==> images/clock_nets.png <==
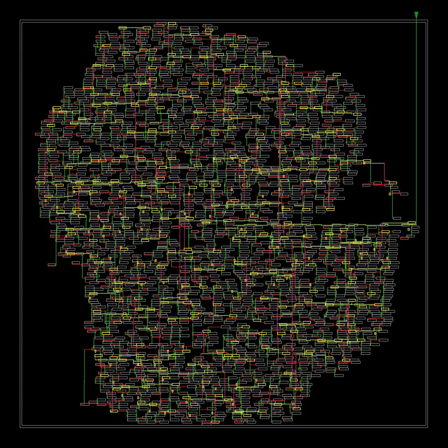
==> images/layers.png <==
Drawn at 1 px/um.
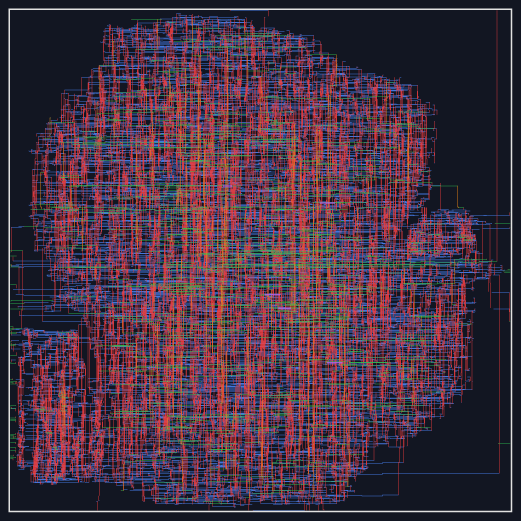
--- config.mk ---
export PLATFORM = sky130hd
export DESIGN_NAME = dct_quant_zigzag_flat
export DESIGN_NICKNAME = d
export VERILOG_FILES = /design/src/rtl/dct_quant_zigzag_if.sv /design/src/rtl/dct_quant_zigzag.sv /design/src/flat_wrapper.sv
export SDC_FILE = /design/constraint.sdc
export NUM_CORES = 2
export LEC_CHECK = 0
export CORE_MARGIN = 2
export CORE_UTILIZATION = 36
export CTS_CLUSTER_SIZE = 8
export DETAILED_ROUTE_END_ITERATION = 7
export PLACE_DENSITY = 0.51
export SYNTH_ARGS = -nofsm -noshare
export SYNTH_HDL_FRONTEND = slang
export SYNTH_SLANG_ARGS = --single-unit
--- constraint.sdc ---
create_clock -name clk -period 20.2 [get_ports clk]
set_input_delay 4.04 -clock clk [delete_from_list [all_inputs] [get_ports clk]]
set_output_delay 4.04 -clock clk [all_outputs]
set_load 0.01 [all_outputs]
--- src/rtl/dct_quant_zigzag_if.sv ---
// Coefficient input and zigzag output stream between dct_v2, the quantizer and its sink.
interface dct_quant_zigzag_if #(
  parameter int unsigned OUT_W = 16
);
  logic                    coef_valid;
  logic signed [31:0]      coef_in;
  logic                    out_ready;
  logic                    out_valid;
  logic signed [OUT_W-1:0] out_data;
  logic [5:0]              out_index;
  logic                    out_last;
  logic                    in_stall;
  logic                    overflow_err;

  modport master (
    output coef_valid, coef_in, out_ready,
    input  out_valid, out_data, out_index, out_last, in_stall, overflow_err
  );

  modport slave (
    input  coef_valid, coef_in, out_ready,
    output out_valid, out_data, out_index, out_last, in_stall, overflow_err
  );
endinterface

--- src/rtl/dct_quant_zigzag.sv ---
// Quantizes one 8x8 block of raster-order DCT coefficients into a ping-pong buffer
// and streams each completed block out in JPEG zigzag order.
module dct_quant_zigzag #(
  parameter int unsigned QSHIFT = 3,
  parameter int unsigned OUT_W  = 16
) (
  input  logic              clk,
  input  logic              reset,
  dct_quant_zigzag_if.slave bus
);
  typedef enum logic [1:0] {IDLE, FETCH, STREAM} state_t;

  localparam logic [5:0] ZZ [64] = '{
     0,  1,  8, 16,  9,  2,  3, 10, 17, 24, 32, 25, 18, 11,  4,  5,
    12, 19, 26, 33, 40, 48, 41, 34, 27, 20, 13,  6,  7, 14, 21, 28,
    35, 42, 49, 56, 57, 50, 43, 36, 29, 22, 15, 23, 30, 37, 44, 51,
    58, 59, 52, 45, 38, 31, 39, 46, 53, 60, 61, 54, 47, 55, 62, 63};
  localparam logic [32:0] QMAX = (33'd1 << (OUT_W - 1)) - 33'd1;

  logic [OUT_W-1:0] mem [128];

  logic [5:0]       wr_cnt, st_addr;
  logic             st_valid;
  logic [OUT_W-1:0] st_data;
  logic             wr_bank, wr_bank_n, rd_bank;
  logic [1:0]       full, full_n;
  logic             in_stall, overflow_err;
  logic             hazard, accept;

  state_t           state, state_n;
  logic [5:0]       rd_cnt, ld_cnt, ld_idx;
  logic             load, finish, out_valid;
  logic [OUT_W-1:0] out_data;
  logic [5:0]       out_index;
  logic             out_last;

  logic             neg;
  logic [3:0]       rc;
  logic [4:0]       s;
  logic [32:0]      ext, mag, rnd, q_mag;
  logic [OUT_W-1:0] q_sat, q_val;

  always_comb begin
    neg   = bus.coef_in[31];
    ext   = {bus.coef_in[31], bus.coef_in};
    mag   = neg ? -ext : ext;
    rc    = {1'b0, wr_cnt[5:3]} + {1'b0, wr_cnt[2:0]};
    s     = 5'(QSHIFT) + 5'(rc >> 2);
    rnd   = (s == 5'd0) ? '0 : (33'd1 << (s - 5'd1));
    q_mag = (mag + rnd) >> s;
    q_sat = (q_mag > QMAX) ? QMAX[OUT_W-1:0] : q_mag[OUT_W-1:0];
    q_val = neg ? -q_sat : q_sat;
  end

  // The sample landing on the same edge as a block's final write would go to the
  // bank that is about to become current; drop it if that bank is still undrained.
  assign hazard = st_valid && (st_addr == 6'd63) && full[~wr_bank];
  assign accept = bus.coef_valid && !in_stall && !hazard;

  always_comb begin
    state_n   = state;
    load      = 1'b0;
    finish    = 1'b0;
    out_valid = 1'b0;
    ld_cnt    = rd_cnt;
    case (state)
      IDLE:   if (full[rd_bank]) state_n = FETCH;
      FETCH: begin
        load    = 1'b1;
        state_n = STREAM;
      end
      STREAM: begin
        out_valid = 1'b1;
        if (bus.out_ready) begin
          if (rd_cnt != 6'd63) begin
            load   = 1'b1;
            ld_cnt = rd_cnt + 6'd1;
          end else begin
            finish  = 1'b1;
            state_n = full[~rd_bank] ? FETCH : IDLE;
          end
        end
      end
      default: state_n = IDLE;
    endcase
    ld_idx = ZZ[ld_cnt];
  end

  always_comb begin
    full_n    = full;
    wr_bank_n = wr_bank;
    if (finish) full_n[rd_bank] = 1'b0;
    if (st_valid && st_addr == 6'd63) begin
      full_n[wr_bank] = 1'b1;
      wr_bank_n       = ~wr_bank;
    end
  end

  always_ff @(posedge clk) begin
    if (st_valid) mem[{wr_bank, st_addr}] <= st_data;
  end

  always_ff @(posedge clk or negedge reset) begin
    if (!reset) begin
      wr_cnt       <= '0;
      st_addr      <= '0;
      st_valid     <= 1'b0;
      st_data      <= '0;
      wr_bank      <= 1'b0;
      rd_bank      <= 1'b0;
      full         <= '0;
      in_stall     <= 1'b0;
      overflow_err <= 1'b0;
      state        <= IDLE;
      rd_cnt       <= '0;
      out_data     <= '0;
      out_index    <= '0;
      out_last     <= 1'b0;
    end else begin
      st_valid <= accept;
      if (accept) begin
        st_addr <= wr_cnt;
        st_data <= q_val;
        wr_cnt  <= wr_cnt + 6'd1;
      end
      if (bus.coef_valid && !accept) overflow_err <= 1'b1;
      full     <= full_n;
      wr_bank  <= wr_bank_n;
      in_stall <= full_n[wr_bank_n];
      state    <= state_n;
      if (load) begin
        rd_cnt    <= ld_cnt;
        out_data  <= mem[{rd_bank, ld_idx}];
        out_index <= ld_idx;
        out_last  <= (ld_cnt == 6'd63);
      end
      if (finish) begin
        rd_cnt   <= '0;
        rd_bank  <= ~rd_bank;
        out_last <= 1'b0;
      end
    end
  end

  assign bus.out_valid    = out_valid;
  assign bus.out_data     = out_data;
  assign bus.out_index    = out_index;
  assign bus.out_last     = out_last;
  assign bus.in_stall     = in_stall;
  assign bus.overflow_err = overflow_err;
endmodule
--- src/flat_wrapper.sv ---
// flat-port wrapper written by rule: the top's interface ports become plain ports
module dct_quant_zigzag_flat 
#(
  parameter int unsigned QSHIFT = 3,
  parameter int unsigned OUT_W  = 16
)
  (clk, reset, bus_coef_valid, bus_coef_in, bus_out_ready, bus_out_valid, bus_out_data, bus_out_index, bus_out_last, bus_in_stall, bus_overflow_err);
  dct_quant_zigzag_if #(.OUT_W(OUT_W)) bus_i ();
  input  logic clk;
  input  logic reset;
  input wire logic [$bits(bus_i.coef_valid)-1:0] bus_coef_valid;
  input wire logic [$bits(bus_i.coef_in)-1:0] bus_coef_in;
  input wire logic [$bits(bus_i.out_ready)-1:0] bus_out_ready;
  output wire logic [$bits(bus_i.out_valid)-1:0] bus_out_valid;
  output wire logic [$bits(bus_i.out_data)-1:0] bus_out_data;
  output wire logic [$bits(bus_i.out_index)-1:0] bus_out_index;
  output wire logic [$bits(bus_i.out_last)-1:0] bus_out_last;
  output wire logic [$bits(bus_i.in_stall)-1:0] bus_in_stall;
  output wire logic [$bits(bus_i.overflow_err)-1:0] bus_overflow_err;
  assign bus_i.coef_valid = bus_coef_valid;
  assign bus_i.coef_in = bus_coef_in;
  assign bus_i.out_ready = bus_out_ready;
  assign bus_out_valid = bus_i.out_valid;
  assign bus_out_data = bus_i.out_data;
  assign bus_out_index = bus_i.out_index;
  assign bus_out_last = bus_i.out_last;
  assign bus_in_stall = bus_i.in_stall;
  assign bus_overflow_err = bus_i.overflow_err;
  dct_quant_zigzag #(.QSHIFT(QSHIFT), .OUT_W(OUT_W)) u_core (.clk(clk), .reset(reset), .bus(bus_i));
endmodule
==> impl_metrics.ini <==
; yosys + openroad results
[run_status]
status = completed

[synthesis]
yosysMostFrequentCell = edfxtp_1
logic_family = AND-OR/OR-AND gates
yosysSeqAreaShare_pct = 71.1
ys_types = 88
syn_area_um2 = 88800
edf_count = 2048

[power]
leakage_nw = 36.6
power_switching_w = 0.00613
intPower_w = 0.00961
fin_total_pwr_w = 0.0157

[min_path]
min_path_cells = 1
hp-start = u_core.bus.overflow_err

[timing]
finalCritPeriodShare_pct = 56.3

[layout]
fillCellCount = 22115
stdcell_count = 9595

[place]
numPlacedInstances = 9170

[critical_path]
cp-startpoint = bus_out_ready

[detailed_routing]
drc = 0

[global_route]
top_usage_layer = met2
Notes on clock_nets.png above:
clk_skew: 0.0691 ns
flip-flops: 2114
clock sink count: 2114

Notes on layers.png above:
[M5] purple | wire length: 59.8 um
[M2] red | wire length: 132 mm
[M1] blue | wire length: 126 mm
[M3] green | wire length: 19300 um
[M4] orange | wire length: 7130 um
routed vias: 55573
GR Util All Layers: 22.2%
total wire length: 284 mm
WL/cell: 29.6 um

-- final cells by class --
class                      instances  area share [%]
antenna                            4         0.00977
inverter                          22          0.0806
tap                             3220            3.93
clock inverter                     9          0.0610
multi-input combinational       3485            23.4
sequential                      2114            61.7
clock buffer                     412            8.21
timing repair buffer             329            2.64
-- worst max-delay path, cell delays in order --
cell	delay [ns]
clkdlybuf4s50_1	0.60
and2_1	0.28
o21ai_2	0.11
xnor2_2	0.52
inv_2	0.23
ha_1	0.33
a211oi_1	0.33
nand4_1	0.14
a31oi_1	0.31
nand3_4	0.18
nand2_8	0.46
buf_4	0.66
buf_4	0.62
buf_4	0.52
mux2i_1	0.25
a211oi_1	0.10
or4_1	0.63
nor4_1	0.82
nand4_1	0.45
o311a_1	0.41
